==> images/cell_classes.png <==
Fill, decap, tap and diode cells in gray.
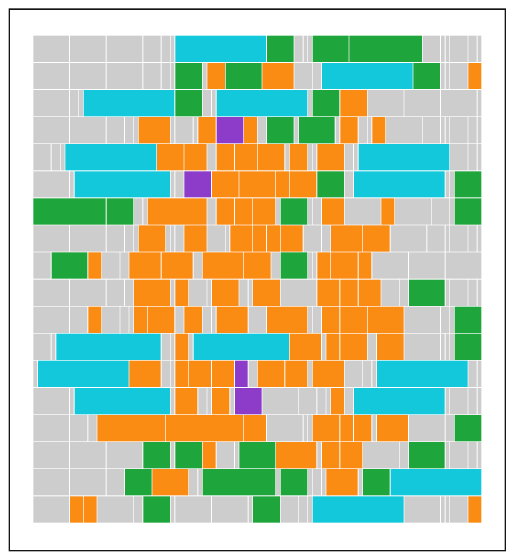
==> images/final_placement.png <==
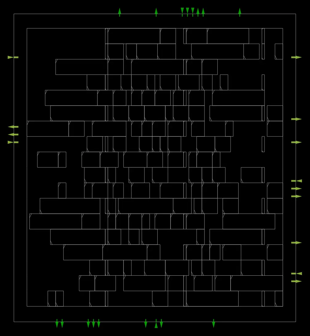
==> images/clock_map.png <==
Scale bar: 10 µm.
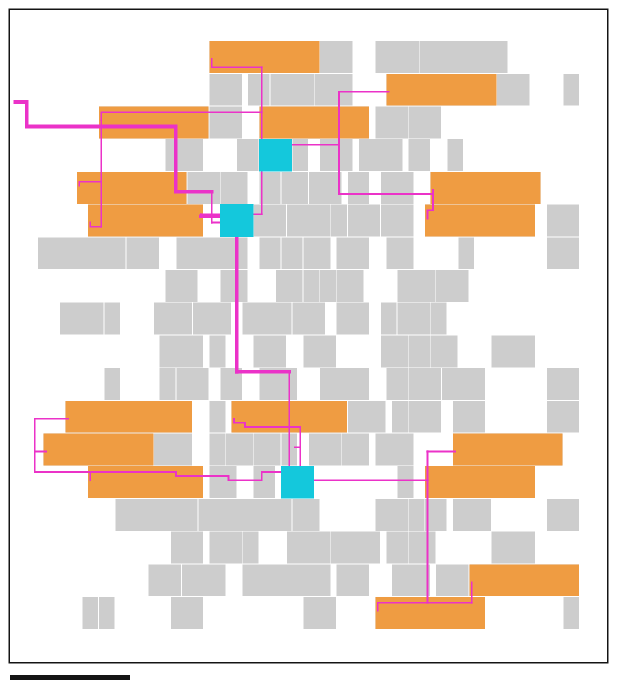
<file path="src/rtl/alu_ctrl_fsm_if.sv">
// ----------------------------------------------------------------------------
// alu_ctrl_fsm_if
//
// Purpose: bundles every signal exchanged between the multi-cycle control
// sequencer (alu_ctrl_fsm) and the datapath/memory it steers.
//
// Signals:
//   opcode   [3:0]  IR[15:12], stable from DECODE until the next FETCH ends
//   zero            ALU zero flag
//   memready        memory completion for the current request
//   srca     [2:0]  ALU A select   0 PC, 1 ACC, 2 SP
//   srcb     [3:0]  ALU B select   0 const 2, 1 SE, 2 ZE, 3 SL1, 4 MemData,
//                                  5 const 0
//   aluop    [2:0]  0 ADD, 1 SUB, 2 AND, 3 OR, 4 PASSB
//   pcwrite, irwrite, accwrite, spwrite   one-cycle register write strobes
//   memread, memwrite                     memory requests
//   iord            address select  0 PC, 1 ALU out
//   halted          high while the sequencer sits in HALT
//   illegal         one-cycle pulse for an undefined opcode
//
// Handshake: memread/memwrite act as "valid". Once raised, a request and its
// address select stay unchanged until the cycle in which memready is high;
// that cycle is the transfer, and the request drops on the following edge
// unless a new request starts. memready is ignored while no request is up.
//
// Modports: master = sequencer, slave = datapath/memory side.
// ----------------------------------------------------------------------------
interface alu_ctrl_fsm_if;
    logic [3:0] opcode;
    logic       zero;
    logic       memready;
    logic [2:0] srca;
    logic [3:0] srcb;
    logic [2:0] aluop;
    logic       pcwrite;
    logic       irwrite;
    logic       accwrite;
    logic       spwrite;
    logic       memread;
    logic       memwrite;
    logic       iord;
    logic       halted;
    logic       illegal;

    modport master (
        input  opcode, zero, memready,
        output srca, srcb, aluop, pcwrite, irwrite, accwrite, spwrite,
               memread, memwrite, iord, halted, illegal
    );

    modport slave (
        output opcode, zero, memready,
        input  srca, srcb, aluop, pcwrite, irwrite, accwrite, spwrite,
               memread, memwrite, iord, halted, illegal
    );
endinterface

</file>
<file path="src/rtl/alu_ctrl_fsm.sv">
// ----------------------------------------------------------------------------
// alu_ctrl_fsm
//
// Purpose: multi-cycle control sequencer for a small accumulator machine.
// Walks FETCH -> DECODE -> {EXEC | MEM [-> WB] | BR | HALT} -> FETCH and
// drives ALU operand selects, ALU operation, register write strobes and
// memory requests.
//
// Ports:
//   clk        system clock, all state changes on the rising edge
//   rst_n      asynchronous active-low reset; forces FETCH, AccZ=0 and every
//              control output to 0 immediately
//   bus        alu_ctrl_fsm_if.master (opcode/zero/memready in, controls out)
//   state_dbg  current sequencer state encoding (see state_t)
//
// Configuration macro: STACK_OPS_EN
//   defined   -> opcode 9 PUSH and opcode A POP are executed using SP
//   undefined -> opcodes 9 and A are undefined and spwrite is tied to 0
//
// Timing: the first rising edge after reset release loads the FETCH controls.
// With memready tied high: ALU-immediate, branch and SW take 3 cycles, LW 4;
// every cycle without memready in FETCH or MEM adds one.
// ----------------------------------------------------------------------------
module alu_ctrl_fsm (
    input  logic                  clk,
    input  logic                  rst_n,
    alu_ctrl_fsm_if.master        bus,
    output logic [2:0]            state_dbg
);

    typedef enum logic [2:0] {
        S_FETCH  = 3'd0,
        S_DECODE = 3'd1,
        S_EXEC   = 3'd2,
        S_MEM    = 3'd3,
        S_WB     = 3'd4,
        S_BR     = 3'd5,
        S_HALT   = 3'd6
    } state_t;

    // Operand / operation encodings
    localparam logic [2:0] A_PC      = 3'd0;
    localparam logic [2:0] A_ACC     = 3'd1;
    localparam logic [2:0] A_SP      = 3'd2;

    localparam logic [3:0] B_TWO     = 4'd0;
    localparam logic [3:0] B_SE      = 4'd1;
    localparam logic [3:0] B_ZE      = 4'd2;
    localparam logic [3:0] B_SL1     = 4'd3;
    localparam logic [3:0] B_MEM     = 4'd4;
    localparam logic [3:0] B_ZERO    = 4'd5;

    localparam logic [2:0] ALU_ADD   = 3'd0;
    localparam logic [2:0] ALU_SUB   = 3'd1;
    localparam logic [2:0] ALU_AND   = 3'd2;
    localparam logic [2:0] ALU_OR    = 3'd3;
    localparam logic [2:0] ALU_PASSB = 3'd4;

    localparam logic [3:0] OP_LDI    = 4'h0;
    localparam logic [3:0] OP_ADDI   = 4'h1;
    localparam logic [3:0] OP_SUBI   = 4'h2;
    localparam logic [3:0] OP_ANDI   = 4'h3;
    localparam logic [3:0] OP_ORI    = 4'h4;
    localparam logic [3:0] OP_LW     = 4'h5;
    localparam logic [3:0] OP_SW     = 4'h6;
    localparam logic [3:0] OP_BEQZ   = 4'h7;
    localparam logic [3:0] OP_J      = 4'h8;
`ifdef STACK_OPS_EN
    localparam logic [3:0] OP_PUSH   = 4'h9;
    localparam logic [3:0] OP_POP    = 4'hA;
`endif
    localparam logic [3:0] OP_HALT   = 4'hF;

    state_t     state;
    logic       accz;
    logic [2:0] srca_q;
    logic [3:0] srcb_q;
    logic [2:0] aluop_q;
    logic       accwrite_q;
    logic       memread_q;
    logic       memwrite_q;
    logic       iord_q;
    logic       halted_q;
`ifdef STACK_OPS_EN
    logic       spwrite_q;
`endif

    logic       opcode_defined;
    logic       fetch_done;
    logic       br_taken;

    always_comb begin
        opcode_defined = 1'b0;
        case (bus.opcode)
            OP_LDI, OP_ADDI, OP_SUBI, OP_ANDI, OP_ORI,
            OP_LW, OP_SW, OP_BEQZ, OP_J, OP_HALT: opcode_defined = 1'b1;
`ifdef STACK_OPS_EN
            OP_PUSH, OP_POP:                      opcode_defined = 1'b1;
`endif
            default:                              opcode_defined = 1'b0;
        endcase
    end

    // FETCH completes in whichever cycle memready arrives, so the IR/PC
    // strobes cannot be registered ahead of time; they are the registered
    // request qualified by memready. memread_q is 0 in the reset-idle FETCH,
    // which keeps these strobes low while reset is (or was just) active.
    assign fetch_done = (state == S_FETCH) && memread_q && bus.memready;

    // BR uses the AccZ flag captured in DECODE; J branches unconditionally.
    // The opcode is still held in IR during BR.
    assign br_taken   = (state == S_BR) && ((bus.opcode != OP_BEQZ) || accz);

    always_ff @(posedge clk or negedge rst_n) begin
        if (!rst_n) begin
            state      <= S_FETCH;
            accz       <= 1'b0;
            srca_q     <= A_PC;
            srcb_q     <= B_TWO;
            aluop_q    <= ALU_ADD;
            accwrite_q <= 1'b0;
            memread_q  <= 1'b0;
            memwrite_q <= 1'b0;
            iord_q     <= 1'b0;
            halted_q   <= 1'b0;
`ifdef STACK_OPS_EN
            spwrite_q  <= 1'b0;
`endif
        end else begin
            // Defaults are the FETCH datapath setting (PC + 2) with every
            // strobe low; each branch below only states what differs.
            srca_q     <= A_PC;
            srcb_q     <= B_TWO;
            aluop_q    <= ALU_ADD;
            accwrite_q <= 1'b0;
            memread_q  <= 1'b0;
            memwrite_q <= 1'b0;
            iord_q     <= 1'b0;
`ifdef STACK_OPS_EN
            spwrite_q  <= 1'b0;
`endif
            case (state)
                S_FETCH: begin
                    if (memread_q && bus.memready) begin
                        // DECODE evaluates ACC - 0 so Zero reflects ACC
                        state   <= S_DECODE;
                        srca_q  <= A_ACC;
                        srcb_q  <= B_ZERO;
                        aluop_q <= ALU_SUB;
                    end else begin
                        memread_q <= 1'b1;
                    end
                end

                S_DECODE: begin
                    accz <= bus.zero;
                    case (bus.opcode)
                        OP_LDI, OP_ADDI, OP_SUBI, OP_ANDI, OP_ORI: begin
                            state      <= S_EXEC;
                            srca_q     <= A_ACC;
                            accwrite_q <= 1'b1;
                            case (bus.opcode)
                                OP_ADDI: begin srcb_q <= B_SE; aluop_q <= ALU_ADD;   end
                                OP_SUBI: begin srcb_q <= B_SE; aluop_q <= ALU_SUB;   end
                                OP_ANDI: begin srcb_q <= B_ZE; aluop_q <= ALU_AND;   end
                                OP_ORI:  begin srcb_q <= B_ZE; aluop_q <= ALU_OR;    end
                                default: begin srcb_q <= B_ZE; aluop_q <= ALU_PASSB; end
                            endcase
                        end
                        OP_LW: begin
                            state     <= S_MEM;
                            srcb_q    <= B_ZE;
                            aluop_q   <= ALU_PASSB;
                            iord_q    <= 1'b1;
                            memread_q <= 1'b1;
                        end
                        OP_SW: begin
                            state      <= S_MEM;
                            srcb_q     <= B_ZE;
                            aluop_q    <= ALU_PASSB;
                            iord_q     <= 1'b1;
                            memwrite_q <= 1'b1;
                        end
                        OP_BEQZ: begin
                            state   <= S_BR;
                            srca_q  <= A_PC;
                            srcb_q  <= B_SL1;
                            aluop_q <= ALU_ADD;
                        end
                        OP_J: begin
                            state   <= S_BR;
                            srcb_q  <= B_ZE;
                            aluop_q <= ALU_PASSB;
                        end
                        OP_HALT: begin
                            state    <= S_HALT;
                            halted_q <= 1'b1;
                        end
`ifdef STACK_OPS_EN
                        OP_PUSH: begin
                            // pre-decrement SP, then store ACC at new SP
                            state     <= S_EXEC;
                            srca_q    <= A_SP;
                            srcb_q    <= B_TWO;
                            aluop_q   <= ALU_SUB;
                            spwrite_q <= 1'b1;
                        end
                        OP_POP: begin
                            state     <= S_MEM;
                            srca_q    <= A_SP;
                            srcb_q    <= B_ZERO;
                            aluop_q   <= ALU_ADD;
                            iord_q    <= 1'b1;
                            memread_q <= 1'b1;
                        end
`endif
                        default: begin
                            // undefined: illegal pulses combinationally in
                            // this cycle, nothing is written
                            state     <= S_FETCH;
                            memread_q <= 1'b1;
                        end
                    endcase
                end

                S_EXEC: begin
`ifdef STACK_OPS_EN
                    if (bus.opcode == OP_PUSH) begin
                        state      <= S_MEM;
                        srca_q     <= A_SP;
                        srcb_q     <= B_ZERO;
                        aluop_q    <= ALU_ADD;
                        iord_q     <= 1'b1;
                        memwrite_q <= 1'b1;
                    end else begin
                        state     <= S_FETCH;
                        memread_q <= 1'b1;
                    end
`else
                    state     <= S_FETCH;
                    memread_q <= 1'b1;
`endif
                end

                S_MEM: begin
                    if (!bus.memready) begin
                        // hold the whole request steady while waiting
                        srca_q     <= srca_q;
                        srcb_q     <= srcb_q;
                        aluop_q    <= aluop_q;
                        iord_q     <= iord_q;
                        memread_q  <= memread_q;
                        memwrite_q <= memwrite_q;
                    end else if (bus.opcode == OP_LW) begin
                        state      <= S_WB;
                        srcb_q     <= B_MEM;
                        aluop_q    <= ALU_PASSB;
                        accwrite_q <= 1'b1;
                    end
`ifdef STACK_OPS_EN
                    else if (bus.opcode == OP_POP) begin
                        // ALU computes SP + 2; ACC loads the memory data
                        // register through its own load path
                        state      <= S_WB;
                        srca_q     <= A_SP;
                        srcb_q     <= B_TWO;
                        aluop_q    <= ALU_ADD;
                        accwrite_q <= 1'b1;
                        spwrite_q  <= 1'b1;
                    end
`endif
                    else begin
                        state     <= S_FETCH;
                        memread_q <= 1'b1;
                    end
                end

                S_WB, S_BR: begin
                    state     <= S_FETCH;
                    memread_q <= 1'b1;
                end

                S_HALT: begin
                    // absorbing; only rst_n leaves HALT
                    state <= S_HALT;
                end

                default: begin
                    state     <= S_FETCH;
                    memread_q <= 1'b1;
                end
            endcase
        end
    end

    assign bus.srca     = srca_q;
    assign bus.srcb     = srcb_q;
    assign bus.aluop    = aluop_q;
    assign bus.pcwrite  = fetch_done || br_taken;
    assign bus.irwrite  = fetch_done;
    assign bus.accwrite = accwrite_q;
    assign bus.memread  = memread_q;
    assign bus.memwrite = memwrite_q;
    assign bus.iord     = iord_q;
    assign bus.halted   = halted_q;
    assign bus.illegal  = (state == S_DECODE) && !opcode_defined;
`ifdef STACK_OPS_EN
    assign bus.spwrite  = spwrite_q;
`else
    assign bus.spwrite  = 1'b0;
`endif

    assign state_dbg    = state;

endmodule

</file>
<file path="src/flat_wrapper.sv">
// flat-port wrapper written by rule: the top's interface ports become plain ports
module alu_ctrl_fsm_flat 
  (clk, rst_n, state_dbg, bus_opcode, bus_zero, bus_memready, bus_srca, bus_srcb, bus_aluop, bus_pcwrite, bus_irwrite, bus_accwrite, bus_spwrite, bus_memread, bus_memwrite, bus_iord, bus_halted, bus_illegal);
  alu_ctrl_fsm_if bus_i ();
  input  logic clk;
  input  logic rst_n;
  output logic [2:0] state_dbg;
  input wire logic [$bits(bus_i.opcode)-1:0] bus_opcode;
  input wire logic [$bits(bus_i.zero)-1:0] bus_zero;
  input wire logic [$bits(bus_i.memready)-1:0] bus_memready;
  output wire logic [$bits(bus_i.srca)-1:0] bus_srca;
  output wire logic [$bits(bus_i.srcb)-1:0] bus_srcb;
  output wire logic [$bits(bus_i.aluop)-1:0] bus_aluop;
  output wire logic [$bits(bus_i.pcwrite)-1:0] bus_pcwrite;
  output wire logic [$bits(bus_i.irwrite)-1:0] bus_irwrite;
  output wire logic [$bits(bus_i.accwrite)-1:0] bus_accwrite;
  output wire logic [$bits(bus_i.spwrite)-1:0] bus_spwrite;
  output wire logic [$bits(bus_i.memread)-1:0] bus_memread;
  output wire logic [$bits(bus_i.memwrite)-1:0] bus_memwrite;
  output wire logic [$bits(bus_i.iord)-1:0] bus_iord;
  output wire logic [$bits(bus_i.halted)-1:0] bus_halted;
  output wire logic [$bits(bus_i.illegal)-1:0] bus_illegal;
  assign bus_i.opcode = bus_opcode;
  assign bus_i.zero = bus_zero;
  assign bus_i.memready = bus_memready;
  assign bus_srca = bus_i.srca;
  assign bus_srcb = bus_i.srcb;
  assign bus_aluop = bus_i.aluop;
  assign bus_pcwrite = bus_i.pcwrite;
  assign bus_irwrite = bus_i.irwrite;
  assign bus_accwrite = bus_i.accwrite;
  assign bus_spwrite = bus_i.spwrite;
  assign bus_memread = bus_i.memread;
  assign bus_memwrite = bus_i.memwrite;
  assign bus_iord = bus_i.iord;
  assign bus_halted = bus_i.halted;
  assign bus_illegal = bus_i.illegal;
  alu_ctrl_fsm u_core (.clk(clk), .rst_n(rst_n), .bus(bus_i), .state_dbg(state_dbg));
endmodule
</file>
<file path="config.mk">
export PLATFORM = sky130hd
export DESIGN_NAME = alu_ctrl_fsm_flat
export DESIGN_NICKNAME = d
export VERILOG_FILES = /design/src/rtl/alu_ctrl_fsm_if.sv /design/src/rtl/alu_ctrl_fsm.sv /design/src/flat_wrapper.sv
export SDC_FILE = /design/constraint.sdc
export NUM_CORES = 1
export LEC_CHECK = 0
export CORE_ASPECT_RATIO = 1.1
export CORE_MARGIN = 2
export CORE_UTILIZATION = 45
export DETAILED_ROUTE_END_ITERATION = 16
export PLACE_DENSITY_LB_ADDON = 0.3
export SETUP_SLACK_MARGIN = 0.1
export SKIP_LAST_GASP = 1
export SLEW_MARGIN = 20
export SYNTH_ARGS = -nofsm -noshare
export SYNTH_HDL_FRONTEND = slang
export SYNTH_SLANG_ARGS = --single-unit
</file>
<file path="constraint.sdc">
create_clock -name clk -period 2.3 [get_ports clk]
set_clock_uncertainty 0.1 [all_clocks]
set_input_delay 0.23 -clock clk [delete_from_list [all_inputs] [get_ports clk]]
set_output_delay 0.23 -clock clk [all_outputs]
set_load 0.1 [all_outputs]
</file>
==> out/results.tsv <==
stage	metric	value	unit
final_timing	max_slew.worst_pin.slew	0.717	ns
floorplanning	initial_core_util	0.468	
synthesis	synthDistinctLibCells	42	
placement	gp_congestion	0.839	
clock_network	numCtsBuffers	3	
worst_setup_path	cp_max_fo	17	
route	wl_per_cell	13.8	µm
route	num_vias	958	
synthesis	syn_inst	118	
final_timing	min_period_over_period	0.922	
floorplanning	core	2210	µm²
run	warnings	27	
synthesis	synth_warnings	0	
floorplanning	fp.dieW	49.7	µm
route	drt_iter0_drc	22	
final_timing	finalMaxSlewViolations	0	
global_route	grt_overflow	0	
clock_network	cts_setup_buffers	0	
synthesis	yosysTopAreaCell	dfrtp_1	
pwr	power	1.98	mW
synthesis	ff_type	dfrtp_1	
floorplanning	dieArea	2690	µm²
outcome	status	finished, final reports clean	
placement	placed_cells	167	
final_timing	slew_headroom	0.521	
synthesis	avgSynthCellArea	8.75	µm²
synthesis	ys_area	1030	µm²
clock_network	clock_path_buffers	2	
synthesis	top_area_frac	0.388	
synthesis	top_cells_by_count	dfrtp_1 (16), nand2_1 (12), clkbuf_1 (10)	
clock_network	cts_resized	0	
pwr	p_per_area	1440	nW/µm²
final_layout	areaGrowthSynthToFinish	32.7	%
clock_network	clock_sinks	16	
worst_setup_path	critical_path_class	flip-flop to output pin	
worst_setup_path	slowest_stage	dfrtp_2	
clock_network	path_clk_slew	0.10	ns
worst_setup_path	end_kind	output pin	
worst_setup_path	required	1.97	ns
final_layout	final_cell_area	1370	µm²
placement	portBuffers	25	
global_route	antenna_found_initial	0	
global_route	grt_pass1_vias	859	
route	drtAntennaViolNets	0	
global_route	grt_max_degree	18	
route	vias_per_cell	5.60	
clock_network	cts-root-buf	clkbuf_4	
placement	dp_hpwl	1.73	mm
synthesis	synth.most_common_cell	dfrtp_1	
worst_setup_path	crit_arrival	1.79	ns
clock_network	cts_tree	built	
run	cap_violations	0	
worst_hold_path	min_path_type	input port to asynchronous set/reset pin	
synthesis	async_flop_share	1.00	
synthesis	edf_count	0	
final_timing	timing.final.hold_violations	0	
final_timing	max_freq	0.471	GHz
floorplanning	die_h	54.2	µm
pwr	leakage	0.599	nW
worst_setup_path	crit_buf_inv	1	
global_route	grt_pass1_wl	3.82	mm
final_layout	layout.nets	150	
final_layout	flop_area	408	µm²
final_timing	finalSetupTns	0	ns
pwr	ir_worst_vdd	1.14	mV
worst_setup_path	slowest_delay	0.54	ns
synthesis	topCellsByArea	dfrtp_1 (39%), nand2_1 (4.4%), clkbuf_1 (3.6%)	
final_timing	period_needed	2.12	ns
clock_network	htree_num_levels	1	
final_layout	drive_above_1_share	0.284	
Notes on cell_classes.png above:
class	color	cells	share of their area
clock drivers and dummy loads	purple	4	2.0%
other buffers and delay cells	green	32	22%
flip-flops	cyan	16	31%
all other logic	orange	89	45%

Notes on final_placement.png above:
non-filler cells, final: 171
Seq area share: 0.298
Fill cells: 196
Site Rows: 18

Notes on clock_map.png above:
[cells driving clock nets] cyan | count: 3
[clock wires] magenta | length: 213 µm
[flip-flops] orange | count: 16
flops lie	widely spread
routed clock nets	4
clock latency on the worst-skew pair: 0.30 ns
Clock Power Share: 0.082
Clock net power: 0.163 mW

==> layer usage <==
| layer | track usage | vias to the layer above | part of all wire |
|---|---|---|---|
| met5 | 0 | - | 0 |
| met4 | 0.0787 | 0 | 0.0051 |
| met3 | 0.0301 | 2 | 0.046 |
| met2 | 0.331 | 31 | 0.50 |
| met1 | 0.228 | 459 | 0.44 |
| li1 | - | 466 | - |
==> power breakdown <==
| group | switching, mW | total, mW | leakage [nW] | internal, mW |
|---|---|---|---|---|
| Sequential | 0.110 | 0.485 | 0.204 | 0.375 |
| Clock | 0.0952 | 0.163 | 0.0150 | 0.0676 |
| Combinational | 0.980 | 1.33 | 0.379 | 0.349 |
==> cell usage in the layout, fill, tap and decap left out, types with 4 or more instances in the layout <==
| cell type | count |
|---|---|
| buf_4 | 22 |
| dfrtp_1 | 12 |
| nand2_1 | 11 |
| clkdlybuf4s50_1 | 7 |
| a21oi_1 | 6 |
| nor2_1 | 5 |
| nand2b_1 | 4 |
| a211oi_1 | 4 |
| conb_1 | 4 |
==> worst paths after layout <==
check                                     from                  end  slack [ns]  cells past startpoint
max in group asynchronous                rst_n  u_core.state_dbg[2]        1.33                      1
max                        u_core.state_dbg[1]          bus_pcwrite        0.18                      4
max reg2reg                u_core.state_dbg[2]  u_core.bus.aluop[0]        0.47                      3
min reg2reg                    u_core.bus.iord      u_core.bus.iord        0.40                      2
min                                      rst_n   u_core.bus.srcb[2]        0.25                      1
min in group clk                      bus_zero          u_core.accz        0.35                      3
==> registers in the layout, summed over array words and instances, names as in the netlist <==
register,count
u_core.bus.aluop,3
u_core.bus.accwrite,1
u_core.bus.halted,1
u_core.bus.memread,1
u_core.bus.srcb,3
u_core.bus.srca,1
u_core.accz,1
u_core.state_dbg,3
u_core.bus.iord,1
u_core.bus.memwrite,1
==> final cells by class <==
type	instances	area share
sequential	16	0.298
multi-input combinational	86	0.429
clock buffer	4	0.0192
tap	30	0.0274
timing repair buffer	32	0.216
inverter	3	0.0110
==> cells by family after synthesis <==
group / after synthesis / share of synthesized area
DFF: 16 / 0.388
other: 1 / 0.00363
xor gates and xnor gates: 3 / 0.0255
AOI/OAI and AO/OA: 32 / 0.219
buffers and inverters: 19 / 0.0861
and+or+nand+nor: 47 / 0.278
==> through the flow <==
step / worst slack, ns / hold slack, ns
2_1_floorplan: -0.0372 / -0.166
3_3_place_gp: 0.353 / 0.362
3_5_place_dp: 0.349 / 0.378
4_1_cts: 0.178 / 0.282
5_1_grt: 0.113 / 0.321
6_report: 0.178 / 0.250
Power figures rest on the tool's default switching activity, not on a simulated workload.
